Signal metal coverage by tile:
18 x 18 tiles, from dark blue (low) to red (high), scaled to the fullest tile. Values are wire area over tile area, all layers added.
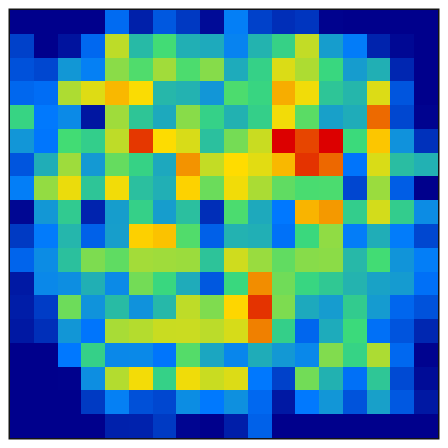
Cells by drive strength:
The bar under the picture is 20 um long.
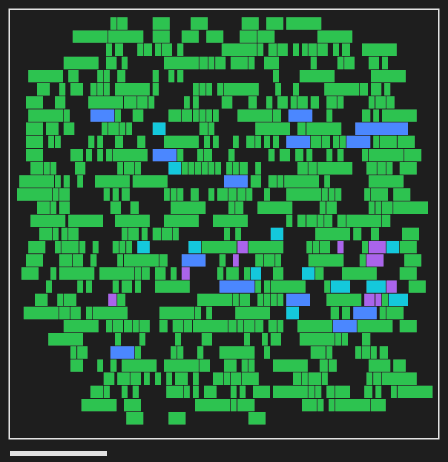
Cell outlines without signal wires:
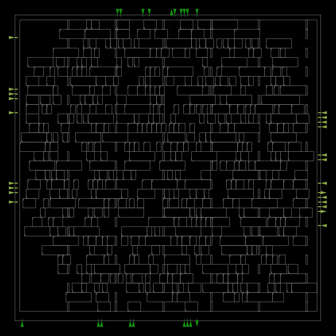
==> config.mk <==
export PLATFORM = sky130hd
export DESIGN_NAME = msk_rnd_lfsr_bank_flat
export DESIGN_NICKNAME = d
export VERILOG_FILES = /design/src/rtl/msk_rnd_lfsr_bank_if.sv /design/src/rtl/msk_rnd_lfsr_bank.sv /design/src/flat_wrapper.sv
export SDC_FILE = /design/constraint.sdc
export NUM_CORES = 1
export LEC_CHECK = 0
export ABC_AREA = 1
export CAP_MARGIN = 20
export CORE_UTILIZATION = 45
export DETAILED_ROUTE_END_ITERATION = 6
export PLACE_DENSITY_LB_ADDON = 0.1
export SYNTH_ARGS = -nofsm -noshare
export SYNTH_HDL_FRONTEND = slang
export SYNTH_SLANG_ARGS = --single-unit
==> constraint.sdc <==
create_clock -name clk -period 2.18 [get_ports clk]
set_input_delay 0.218 -clock clk [delete_from_list [all_inputs] [get_ports clk]]
set_output_delay 0.218 -clock clk [all_outputs]
set_load 0.02 [all_outputs]
==> reports/qor.txt <==
outcome: complete, no violations
met1 wire length: 3810 um
IO buf count: 39
most used flip-flop cell: dfxtp_1
ANT nets after route: 0
mux share: 0%
pre-CTS worst setup slack: 0.371 ns
dpl cells: 581
Seq pwr share: 46.7%
top routing layer in use: met4
die height: 88.5 um
CTS Buf Count: 9
Worst EP required: 1.96 ns
delay-heaviest family, CP: buffers and inverters
first-pass GRT wire length: 13400 um
DPL Wire Length: 5050 um
f_max: 578 MHz
Sw Ratio: 29.1%
Die Area: 7830 um2
logic area: 1530 um2
layout cell share with drive strength beyond 1: 7.03%
slew margin rel.: 62.7%
About 'signal metal coverage by tile':
fullest tile: 0.43
nearly empty tiles: 12%
emptiest ninth of the die: bottom left
densest ninth of the die: middle
GRT Overall Usage: 22.5%
Detailed Route WL: 7970 um

About 'cells by drive strength':
| color | size | cells |
|---|---|---|
| purple | _2 cells | 10 |
| blue | _6 and larger | 13 |
| green | _0 and _1 cells | 463 |
| cyan | _3 and _4 cells | 12 |
area growth from synthesis to layout: 18.1%
post-route setup slack: 0.449 ns

About 'cell outlines without signal wires':
Cell Rows: 31
fin cells: 597
fraction of area in registers: 36.3%
Tapcells: 99
Finished Core Util: 54.8%

No activity file was given, so power comes from the tool's default toggle rates.
